## src/rtl/hazard_scoreboard.sv

```systemverilog
// Shift-register hazard scoreboard: operand forwarding selects, load-use stall and redirect flush.
// Optional stall/redirect counters are built when HAZARD_STATS_EN is defined.
module hazard_scoreboard #(
  parameter int STAGES   = 3,
  parameter int LOAD_LAT = 1,
  parameter int SELW     = $clog2(STAGES + 1)
) (
  input  logic            clk,
  input  logic            rst_n,
  input  logic [31:0]     id_inst,
  input  logic            id_valid,
  input  logic            ex_redirect,
  output logic [SELW-1:0] rs1_fwd_sel,
  output logic [SELW-1:0] rs2_fwd_sel,
  output logic            stall,
  output logic            flush_if,
  output logic            flush_id,
  output logic [31:0]     stall_cnt,
  output logic [31:0]     flush_cnt
);

  localparam logic [6:0] OP_LUI    = 7'b0110111;
  localparam logic [6:0] OP_AUIPC  = 7'b0010111;
  localparam logic [6:0] OP_JAL    = 7'b1101111;
  localparam logic [6:0] OP_BRANCH = 7'b1100011;
  localparam logic [6:0] OP_LOAD   = 7'b0000011;
  localparam logic [6:0] OP_STORE  = 7'b0100011;
  localparam logic [6:0] OP_RTYPE  = 7'b0110011;

  logic [6:0] op;
  logic [4:0] rd, rs1, rs2;
  logic       writes_rd, uses_rs1, uses_rs2, is_load;
  logic       unused_inst_bits;

  assign op        = id_inst[6:0];
  assign rd        = id_inst[11:7];
  assign rs1       = id_inst[19:15];
  assign rs2       = id_inst[24:20];
  assign writes_rd = (op != OP_STORE) && (op != OP_BRANCH) && (rd != 5'd0);
  assign uses_rs1  = !(op inside {OP_LUI, OP_AUIPC, OP_JAL});
  assign uses_rs2  = op inside {OP_RTYPE, OP_STORE, OP_BRANCH};
  assign is_load   = (op == OP_LOAD);
  assign unused_inst_bits = ^{id_inst[31:25], id_inst[14:12]};

  // Entry k holds the instruction k stages past decode; non-writers are stored as invalid.
  logic       valid_q [1:STAGES];
  logic [4:0] rd_q    [1:STAGES];
  logic       load_q  [1:STAGES];
  logic       valid_d [1:STAGES];
  logic [4:0] rd_d    [1:STAGES];
  logic       load_d  [1:STAGES];
  logic       issue;

  assign issue = id_valid && !stall && !ex_redirect;

  genvar gi;
  generate
    for (gi = 1; gi <= STAGES; gi++) begin : g_stage
      if (gi == 1) begin : g_head
        assign valid_d[gi] = issue && writes_rd;
        assign rd_d[gi]    = rd;
        assign load_d[gi]  = is_load;
      end else begin : g_shift
        assign valid_d[gi] = valid_q[gi-1];
        assign rd_d[gi]    = rd_q[gi-1];
        assign load_d[gi]  = load_q[gi-1];
      end
    end
  endgenerate

  always_ff @(posedge clk or negedge rst_n) begin
    if (!rst_n) begin
      for (int k = 1; k <= STAGES; k++) begin
        valid_q[k] <= 1'b0;
        rd_q[k]    <= 5'd0;
        load_q[k]  <= 1'b0;
      end
    end else begin
      for (int k = 1; k <= STAGES; k++) begin
        valid_q[k] <= valid_d[k];
        rd_q[k]    <= rd_d[k];
        load_q[k]  <= load_d[k];
      end
    end
  end

  logic [SELW-1:0] sel1_raw, sel2_raw;
  logic            haz1, haz2;

  // Scan oldest to youngest so the youngest matching producer overwrites the result.
  always_comb begin
    sel1_raw = '0;
    sel2_raw = '0;
    haz1     = 1'b0;
    haz2     = 1'b0;
    for (int k = STAGES; k >= 1; k--) begin
      if (valid_q[k] && (rd_q[k] == rs1) && uses_rs1 && (rs1 != 5'd0)) begin
        sel1_raw = SELW'(k);
        haz1     = load_q[k] && (k <= LOAD_LAT);
      end
      if (valid_q[k] && (rd_q[k] == rs2) && uses_rs2 && (rs2 != 5'd0)) begin
        sel2_raw = SELW'(k);
        haz2     = load_q[k] && (k <= LOAD_LAT);
      end
    end
  end

  assign stall       = id_valid && !ex_redirect && (haz1 || haz2);
  assign rs1_fwd_sel = stall ? '0 : sel1_raw;
  assign rs2_fwd_sel = stall ? '0 : sel2_raw;
  assign flush_if    = ex_redirect;
  assign flush_id    = ex_redirect;

`ifdef HAZARD_STATS_EN
  logic [31:0] stall_cnt_q, flush_cnt_q;

  always_ff @(posedge clk or negedge rst_n) begin
    if (!rst_n) begin
      stall_cnt_q <= 32'd0;
      flush_cnt_q <= 32'd0;
    end else begin
      if (stall && (stall_cnt_q != 32'hFFFF_FFFF)) stall_cnt_q <= stall_cnt_q + 32'd1;
      if (ex_redirect && (flush_cnt_q != 32'hFFFF_FFFF)) flush_cnt_q <= flush_cnt_q + 32'd1;
    end
  end

  assign stall_cnt = stall_cnt_q;
  assign flush_cnt = flush_cnt_q;
`else
  assign stall_cnt = 32'd0;
  assign flush_cnt = 32'd0;
`endif

endmodule

```

## config.mk

```make
export PLATFORM = sky130hd
export DESIGN_NAME = hazard_scoreboard
export DESIGN_NICKNAME = d
export VERILOG_FILES = /design/src/rtl/hazard_scoreboard.sv
export SDC_FILE = /design/constraint.sdc
export NUM_CORES = 1
export LEC_CHECK = 0
export CORE_MARGIN = 2
export CORE_UTILIZATION = 35
export CTS_CLUSTER_SIZE = 10
export DETAILED_ROUTE_END_ITERATION = 8
export PLACE_DENSITY = 0.8
export SLEW_MARGIN = 15
export SYNTH_ARGS = -nofsm -noshare
export SYNTH_HDL_FRONTEND = slang
export SYNTH_SLANG_ARGS = --single-unit
```

## constraint.sdc

```tcl
create_clock -name clk -period 3.2 [get_ports clk]
set_input_delay 0.96 -clock clk [delete_from_list [all_inputs] [get_ports clk]]
set_output_delay 0.96 -clock clk [all_outputs]
set_load 0.01 [all_outputs]
```

==> images/gates.png <==
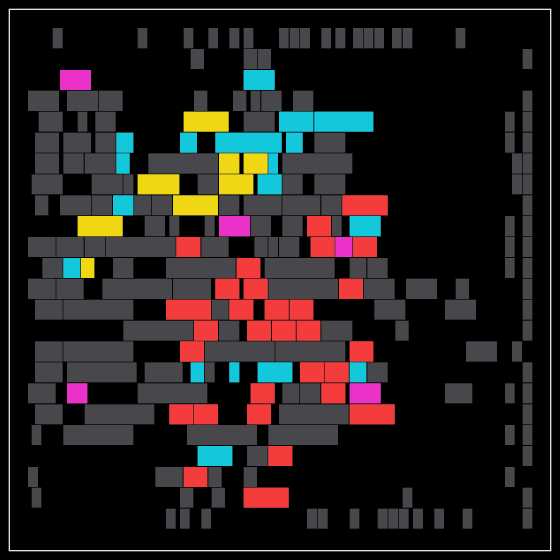
and/or cells: in magenta, cells 5, most used or4_4. xor and xnor cells: in red, cells 30, most used xnor2_1. nor cells: in cyan, cells 18, most used nor4_2. aoi and oai cells: in yellow, cells 8.

==> images/congestion_map.png <==
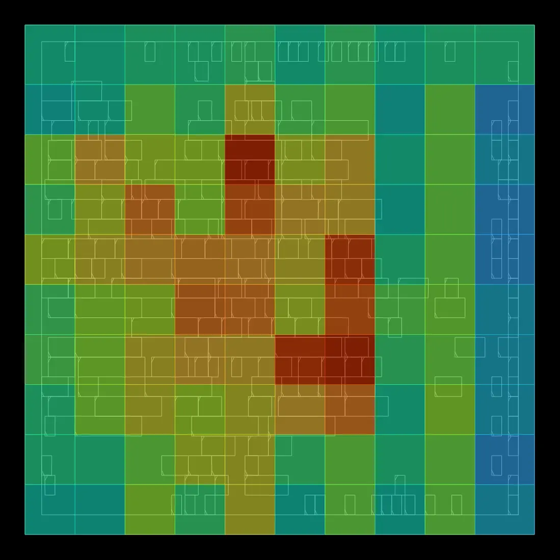
utilization of the core after routing: 0.4822
global routing's busiest layer: met2
met3 usage in global routing: 0.02886
wire per inst: 11.91 um
met2 global-route usage: 0.2421

==> images/ff_map.png <==
Scale bar: 20 um.
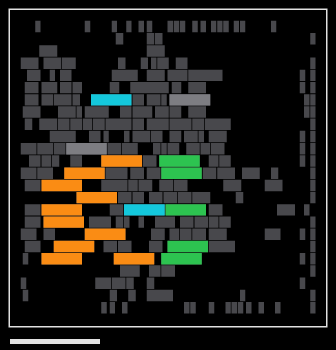
valid_d: in cyan, flops 2. rd_d: in orange, flops 10. rd_q: in green, flops 5.

==> images/m2.png <==
Scale bar: 20 um.
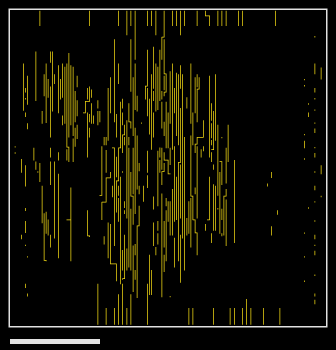
The layer holds 54% of the routed length. The longest straight run is 36.4 um. 239 nets have wire on it. The layer carries 1810 um of wire.

==> images/m3.png <==
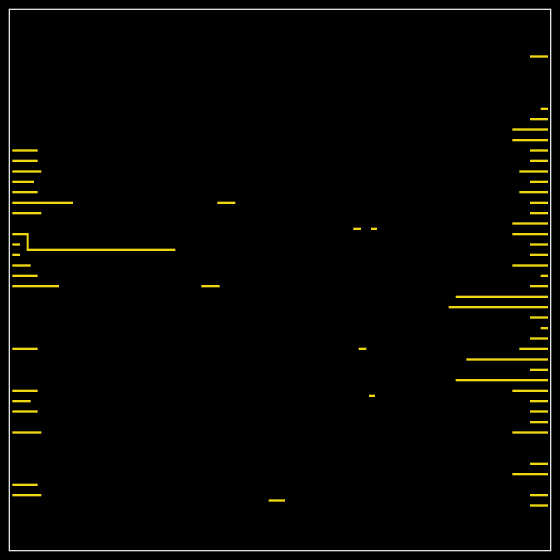
The longest straight run is 19.1 um. The layer holds 6.7% of the routed length. The layer carries 223 um of wire. 61 nets have wire on it. The wires run mostly horizontal.

-- layout make-up --
cell class	instances	share of cell area
Timing Repair Buffer	63	0.2562
Tap cell	52	0.03142
Clock buffer	3	0.01994
Multi-Input combinational cell	142	0.4592
Sequential cell	19	0.2296
Clock inverter	1	0.003625
-- synthesized netlist by cell type (all sizes together), types with 2 or more instances --
master  number  share of area
dfrtp       19           0.31
or4          3          0.017
a21oi        2         0.0089
nor2b        3          0.012
nand4        4          0.016
nor2         5          0.014
nor4         6          0.024
xnor2       18           0.10
nor3         2         0.0065
o21ai        2         0.0089
buf         66           0.32
nand3        3          0.013
nand2        8          0.020
xor2        12          0.068
-- where the power goes --
part	internal (uW)	switching, uW
combinational	74.3	88.4
clock	87.8	84.3
sequential	252	13.4
total	414	186
==> notes.md <==
Results of an implementation run.

In the final layout, flip-flops and latches occupy between 400 and 500 um^2. The post-placement cell count is 264. The register with the most flip-flops in the layout has 10 of them. The final timing report gives a worst setup slack of -0.1433 ns. The number of global-route vias before repair came to 1101. As reported, the later end of the worst-skew pair has a clock insertion delay of between 0.2 and 0.3 ns. Across all register-to-register paths, the minimum setup slack is between 1 and 1.5 ns. Per the cell usage report, the commonest logic cell in the layout is sky130_fd_sc_hd__conb_1. For this design, the CTS-stage hold fixing added 0 buffers.

The run finished, with violations left. The analysis attributes to cell leakage a power of 0.0009632 uW. The detailed-route wire length is between 3000 and 4000 um. The clock period minus worst slack is 3.343 ns.

The capture point of the worst reg-to-reg path is valid_d[1]. The capturing element of the worst setup path is stall. A synthesized cell averages between 9 and 10 um^2. The min-delay analysis places its worst path in the category flop to flop. Per the GRT congestion report, total overflow comes to 0. The count of placed standard cells in the final layout, fillers left out is 280. The setup total negative slack is -0.6347 ns. The worst hold path was traced through 0 stages. The actual slew at the worst max-slew pin is 0.8542 ns.

The highest-delay cell along the critical path is sky130_fd_sc_hd__or4_4. In this run the tools logged warnings totalling 38. The family with the most delay on the worst path is simple AND/OR/NAND/NOR gates.

The worst-path maximum fanout is 5. In the global route stage, overall resource usage came out at 0.1330. The iteration count recorded for the first detailed-route pass is 4. The pre-CTS worst setup slack is -0.9940 ns. The routed design uses 222 um of met3 wire. Endpoints with negative setup slack in the final report add up to 5. The checks that failed: negative setup slack. The total cell area at the placement stage is 1814 um^2.
Power and IR drop assume default switching activity.
